`src/rtl/period_meter_pkg.sv`:
```
// Shared types and constants for the period meter: FSM encoding, debug view, clock rate.
// Optional continuous mode is selected by the PERIOD_METER_AUTO_EN macro (see period_meter.sv).
package period_meter_pkg;

    typedef enum logic [2:0] {
        IDLE,
        WAIT_RISE,
        MEAS_HIGH,
        MEAS_LOW,
        DONE
    } pm_state_t;

    typedef struct packed {
        pm_state_t state;
        logic      level;
    } pm_dbg_t;

    localparam int CLK_50_HZ       = 50_000_000;
    localparam int TIMEOUT_DEFAULT = CLK_50_HZ;

endpackage

```
`src/rtl/period_meter_if.sv`:
```
// Request/result bundle between the period meter (master) and its consumer (slave).
// Handshake: start is sampled only when the meter is idle; a result is transferred on
// the cycle where valid and rdy are both high, and valid/data stay stable until then.
interface period_meter_if #(
    parameter int CNT_W = 26
);
    logic             start;
    logic             rdy;
    logic             busy;
    logic             valid;
    logic             timeout;
    logic [CNT_W-1:0] period;
    logic [CNT_W-1:0] high_time;

    modport master (
        input  start, rdy,
        output busy, valid, timeout, period, high_time
    );

    modport slave (
        output start, rdy,
        input  busy, valid, timeout, period, high_time
    );
endinterface

```
`src/rtl/period_meter_sync_edge.sv`:
```
// Synchroniser plus one history flop; produces single-cycle rise/fall pulses with
// identical latency for both edges so measured widths are exact.
module sync_edge #(
    parameter int SYNC_STAGES = 2
) (
    input  logic clk_50,
    input  logic reset,
    input  logic d_async,
    output logic rise,
    output logic fall,
    output logic level
);
    logic [SYNC_STAGES-1:0] sync_q;
    logic                   hist_q;

    always_ff @(posedge clk_50) begin
        if (reset) begin
            sync_q <= '0;
            hist_q <= 1'b0;
        end else begin
            sync_q <= {sync_q[SYNC_STAGES-2:0], d_async};
            hist_q <= sync_q[SYNC_STAGES-1];
        end
    end

    assign level = sync_q[SYNC_STAGES-1];
    assign rise  = level & ~hist_q;
    assign fall  = ~level & hist_q;
endmodule

```
`src/rtl/period_meter.sv`:
```
// Measures period and high time of sig_in in clk_50 cycles, one result per start.
// Define PERIOD_METER_AUTO_EN to re-arm automatically after each handshake.
module period_meter
    import period_meter_pkg::*;
#(
    parameter int CNT_W       = 26,
    parameter int TIMEOUT     = TIMEOUT_DEFAULT,
    parameter int SYNC_STAGES = 2
) (
    input  logic                  clk_50,
    input  logic                  reset,
    input  logic                  sig_in,
    period_meter_if.master        bus,
    output pm_dbg_t               dbg
);
    logic rise, fall, level;

    sync_edge #(.SYNC_STAGES(SYNC_STAGES)) u_sync (
        .clk_50  (clk_50),
        .reset   (reset),
        .d_async (sig_in),
        .rise    (rise),
        .fall    (fall),
        .level   (level)
    );

    pm_state_t        state_q, state_n;
    logic [CNT_W-1:0] cnt_q, cnt_n;
    logic [CNT_W-1:0] period_q, period_n;
    logic [CNT_W-1:0] high_q, high_n;
    logic             valid_q, valid_n;
    logic             tmo_q, tmo_n;
    logic             busy_q, busy_n;
    logic             at_limit;

    assign at_limit = (cnt_q == CNT_W'(TIMEOUT - 1));

    always_comb begin
        state_n  = state_q;
        cnt_n    = cnt_q;
        period_n = period_q;
        high_n   = high_q;
        valid_n  = valid_q;
        tmo_n    = tmo_q;
        case (state_q)
            IDLE: begin
                if (bus.start) begin
                    cnt_n   = '0;
                    state_n = WAIT_RISE;
                end
            end
            WAIT_RISE, MEAS_HIGH, MEAS_LOW: begin
                cnt_n = cnt_q + CNT_W'(1);
                if (state_q == WAIT_RISE && rise) begin
                    cnt_n   = CNT_W'(1);
                    state_n = MEAS_HIGH;
                end else if (state_q == MEAS_HIGH && fall) begin
                    high_n  = cnt_q;
                    state_n = MEAS_LOW;
                end else if (state_q == MEAS_LOW && rise) begin
                    period_n = cnt_q;
                    valid_n  = 1'b1;
                    tmo_n    = 1'b0;
                    state_n  = DONE;
                end else if (at_limit) begin
                    // Edge wins over the limit; only an edge-less limit cycle aborts.
                    period_n = '0;
                    high_n   = '0;
                    valid_n  = 1'b1;
                    tmo_n    = 1'b1;
                    state_n  = DONE;
                end
            end
            DONE: begin
                if (valid_q && bus.rdy) begin
                    valid_n = 1'b0;
                    tmo_n   = 1'b0;
`ifdef PERIOD_METER_AUTO_EN
                    cnt_n   = '0;
                    state_n = WAIT_RISE;
`else
                    state_n = IDLE;
`endif
                end
            end
            default: state_n = IDLE;
        endcase
        busy_n = (state_n != IDLE);
    end

    always_ff @(posedge clk_50) begin
        if (reset) begin
            state_q  <= IDLE;
            cnt_q    <= '0;
            period_q <= '0;
            high_q   <= '0;
            valid_q  <= 1'b0;
            tmo_q    <= 1'b0;
            busy_q   <= 1'b0;
        end else begin
            state_q  <= state_n;
            cnt_q    <= cnt_n;
            period_q <= period_n;
            high_q   <= high_n;
            valid_q  <= valid_n;
            tmo_q    <= tmo_n;
            busy_q   <= busy_n;
        end
    end

    assign bus.busy      = busy_q;
    assign bus.valid     = valid_q;
    assign bus.timeout   = tmo_q;
    assign bus.period    = period_q;
    assign bus.high_time = high_q;
    assign dbg.state     = state_q;
    assign dbg.level     = level;
endmodule

```
`src/flat_wrapper.sv`:
```
// flat-port wrapper written by rule: the top's interface ports become plain ports
module period_meter_flat import period_meter_pkg::*;
#(
    parameter int CNT_W       = 26,
    parameter int TIMEOUT     = TIMEOUT_DEFAULT,
    parameter int SYNC_STAGES = 2
)
  (clk_50, reset, sig_in, dbg, bus_start, bus_rdy, bus_busy, bus_valid, bus_timeout, bus_period, bus_high_time);
  period_meter_if #(.CNT_W(CNT_W)) bus_i ();
  input  logic clk_50;
  input  logic reset;
  input  logic sig_in;
  output pm_dbg_t dbg;
  input wire logic [$bits(bus_i.start)-1:0] bus_start;
  input wire logic [$bits(bus_i.rdy)-1:0] bus_rdy;
  output wire logic [$bits(bus_i.busy)-1:0] bus_busy;
  output wire logic [$bits(bus_i.valid)-1:0] bus_valid;
  output wire logic [$bits(bus_i.timeout)-1:0] bus_timeout;
  output wire logic [$bits(bus_i.period)-1:0] bus_period;
  output wire logic [$bits(bus_i.high_time)-1:0] bus_high_time;
  assign bus_i.start = bus_start;
  assign bus_i.rdy = bus_rdy;
  assign bus_busy = bus_i.busy;
  assign bus_valid = bus_i.valid;
  assign bus_timeout = bus_i.timeout;
  assign bus_period = bus_i.period;
  assign bus_high_time = bus_i.high_time;
  period_meter #(.CNT_W(CNT_W), .TIMEOUT(TIMEOUT), .SYNC_STAGES(SYNC_STAGES)) u_core (.clk_50(clk_50), .reset(reset), .sig_in(sig_in), .bus(bus_i), .dbg(dbg));
endmodule
```
`config.mk`:
```
export PLATFORM = sky130hd
export DESIGN_NAME = period_meter_flat
export DESIGN_NICKNAME = d
export VERILOG_FILES = /design/src/rtl/period_meter_pkg.sv /design/src/rtl/period_meter_if.sv /design/src/rtl/period_meter_sync_edge.sv /design/src/rtl/period_meter.sv /design/src/flat_wrapper.sv
export SDC_FILE = /design/constraint.sdc
export NUM_CORES = 1
export LEC_CHECK = 0
export CAP_MARGIN = 20
export CORE_MARGIN = 2
export CORE_UTILIZATION = 35
export CTS_CLUSTER_DIAMETER = 40
export DETAILED_ROUTE_END_ITERATION = 8
export GPL_TIMING_DRIVEN = 0
export MAX_ROUTING_LAYER = met4
export SYNTH_ARGS = -nofsm -noshare
export SYNTH_HDL_FRONTEND = slang
export SYNTH_SLANG_ARGS = --single-unit
```
`constraint.sdc`:
```
create_clock -name clk_50 -period 2.5 [get_ports clk_50]
set_input_delay 0.375 -clock clk_50 [delete_from_list [all_inputs] [get_ports clk_50]]
set_output_delay 0.375 -clock clk_50 [all_outputs]
set_load 0.01 [all_outputs]
```
### Supply network

Bar = 20 um. Pins as bars on the die edge.
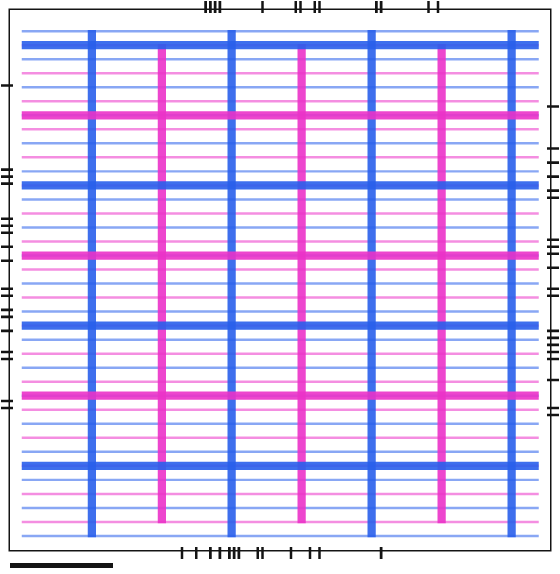
net	color
VSS	blue
VDD	magenta
met4 straps	7
met5 straps	7
rows	36
signal pins	64
met1 rails	37

### Placed cells, one color a class

Bar = 20 um.
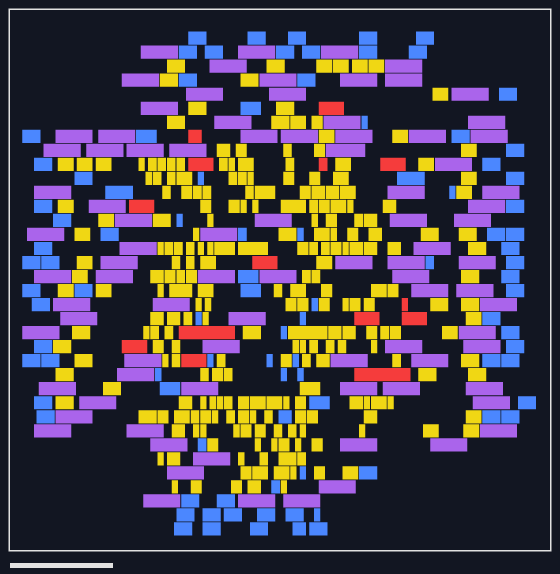
class	color	cells
remaining logic cells	yellow	242
sequential cells	purple	87
remaining buffers and delay cells	blue	93
clock drivers and dummy loads	red	14

### Clock network drawn from the DEF

Bar = 20 um.
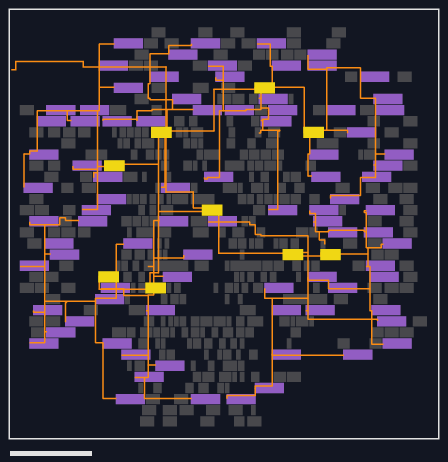
[clock-net drivers] yellow | count: 9
[clock wires] orange | length: 1110 um
[flip-flops] purple | count: 87
flops lie	all over the die
routed clock nets	10
clock skew: 0.0105 ns
clock latency on the worst-skew pair: 0.36 ns
clock power share: 38.9%
Clock group: 1.04 mW

### Wiring by layer

Two of the layers only.
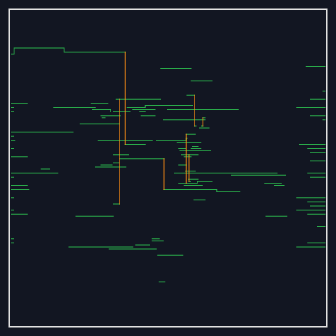
layer	color	wire length
M3	green	695 um
M4	orange	114 um

==> results.yml <==
# yosys + openroad results
die:
  rows: 36
  chipArea_um2: 11000
  core_um2: 9820
  core_util_floorplan_pct: 36.2
  well_tap_count: 133
drt:
  first_iter_violations: 217
  num_vias: 3255
  detail_route.drc_violations: 0
  wl_mm: 9.78
  drt_first_pass_iters: 5
  vias_per_cell: 5.72
layout:
  area.share.combinational_pct: 35.3
  seq-cell-share_pct: 38.2
  buf_share_pct: 17.9
  clock_area_share_pct: 4.39
  logic_area_um2: 1610
  number_of_nets_in_the_final_layout: 439
  finalCoreUtilization_pct: 46.5
  dominant_cells: "flip-flops and latches"
  layout.non_clock_inverters: 7
  comb_multi_in: 235
  insertedDiodeCount: 0
  finish.instance_area_um2: 4560
  fill_cells: 978
  clock_buffer_count_in_the_final_layout: 10
  layout-drive-gt1-share_pct: 8.94
  numSequentialCells: 87
setup_path:
  critPathArrivalTime_ns: 2.65
  cp_data_required_time_ns: 2.75
  crit_path_end_kind: "flop"
  timing.critical_path.fanout_max: 10
global_route:
  vias_in_the_first_global_route: 3059
  largest_net_degree_at_the_start_of_global_routing: 14
synthesis:
  fp_nets: 366
  synth-edff-count: 0
  syn-instance-count: 360
  yosys_cells: 360
  ys_warn_count: 0
  ys.flops: 87
power:
  sw_pwr_mw: 0.644
  power_switching_share_pct: 24.1
  peakVddDrop_mv: 0.282
  p_per_area_nw_per_um2: 585
final_timing:
  finalCriticalPeriod_ns: 2.40
  fmax_ghz: 0.417
  worst-slew-pin-transition_ns: 0.548
status:
  status: "finished, final reports clean"
placement:
  port_buffers: 62
  dp_hpwl_mm: 6.68
cts:
  cts_inserted_buffers: 9
  cts_root_buf: "clkbuf_8"
  htreeDepth: 3
  hold_buffers: 0
flow_run:
  warning_count: 26
## metrics by stage
stage                     setup slack, ns  cells  hold slack (ns)  TNS [ns]  total power [mW]
after floorplan                     0.277    360            0.414         0              1.58
after global placement            -0.0171    555            0.417   -0.0171              1.66
after detailed placement          -0.0427    555            0.435   -0.0427              1.66
after CTS                         0.00570    569            0.410         0              2.70
after global routing              0.00599    569            0.442         0              2.78
final                               0.103    569            0.421         0              2.67
## layer usage
layer | share of wire, % | vias up | track usage, %
li1 | - | 1541 | -
met2 | 47 | 157 | 27.8
met4 | 1.2 | 0 | 5.52
met5 | 0 | - | -
met1 | 45 | 1540 | 25.0
met3 | 7.1 | 17 | 4.74
## cells in the final DEF (no fill, tap or decap), types with 7 or more instances in the layout
cell,netlist,routed
a32o_1,26,26
clkbuf_8,0,9
clkdlybuf4s50_1,0,62
nand3_1,11,11
nor2_1,23,21
a311oi_1,7,7
a21oi_1,19,19
inv_1,7,7
nand2_1,18,18
o21ai_0,16,16
a22o_1,26,26
clkbuf_1,20,18
nand4_1,10,10
dfxtp_1,87,86
## registers in the layout (all words and copies together), names as in the netlist
signal,cells
u_core.state_q,3
u_core.cnt_q,26
u_core.bus.timeout,1
u_core.bus.period,26
u_core.bus.high_time,26
u_core.bus.valid,1
u_core.u_sync.hist_q,1
u_core.u_sync.sync_q,2
u_core.bus.busy,1
## cell families after synthesis
kind of cell,count (synthesis),synth area share (%)
compound gates,125,27.2
simple gates,107,16.8
fa+ha+maj,1,0.352
xor+xnor,2,0.493
flops,87,49.0
buf+inv,38,6.09
## cell usage after synthesis (2+ instances only)
cell      instances
clkbuf_1         20
or3_1             4
o31ai_1           5
buf_6             6
a21oi_1          19
a31oi_1           6
a41oi_1           3
buf_2             2
a211oi_1          2
a31o_2            2
nor4_1            3
a32o_1           26
nand2b_1          3
inv_1             7
and3_1            6
nand2_1          18
a311oi_1          7
nor2_1           23
nand4_1          10
or4_1             2
a22o_1           26
buf_8             2
nor3b_1           2
o21ai_0          16
nand3_1          11
nand4b_1          3
or2_2             2
and2_1            4
dfxtp_1          87
o211ai_1          5
nor2b_1           5
a21o_1            3
nor3_1            4
## worst paths after layout
kind | startpoint | end | slack, ns | depth (start not counted)
worst max-delay path | u_core.cnt_q[7] | u_core.bus.high_time[7] | 0.10 | 8
worst min-delay path | reset | u_core.u_sync.hist_q | 0.42 | 2
worst max register to register | u_core.cnt_q[7] | u_core.bus.high_time[7] | 0.10 | 8
worst min register to register | u_core.u_sync.sync_q[0] | u_core.u_sync.sync_q[1] | 0.45 | 1
## power groups by stage
stage / combinational (mW) / clock [mW] / sequential, mW
CTS: 0.216 / 1.07 / 1.41
global route: 0.238 / 1.13 / 1.42
detailed placement: 0.214 / 0 / 1.45
finish: 0.218 / 1.04 / 1.41
global placement: 0.212 / 0 / 1.45
floorplan: 0.140 / 0 / 1.44
## worst max-delay path, cell delays in order, from the launching register on
cell and delay [ns]:
dfxtp_1 0.31, buf_6 0.13, or4b_4 0.56, nor4_4 0.38, nand4b_1 0.15, a32o_2 0.29, buf_6 0.15, buf_8 0.14
a22o_1 0.18
No activity file was given, so power comes from the tool's default toggle rates.
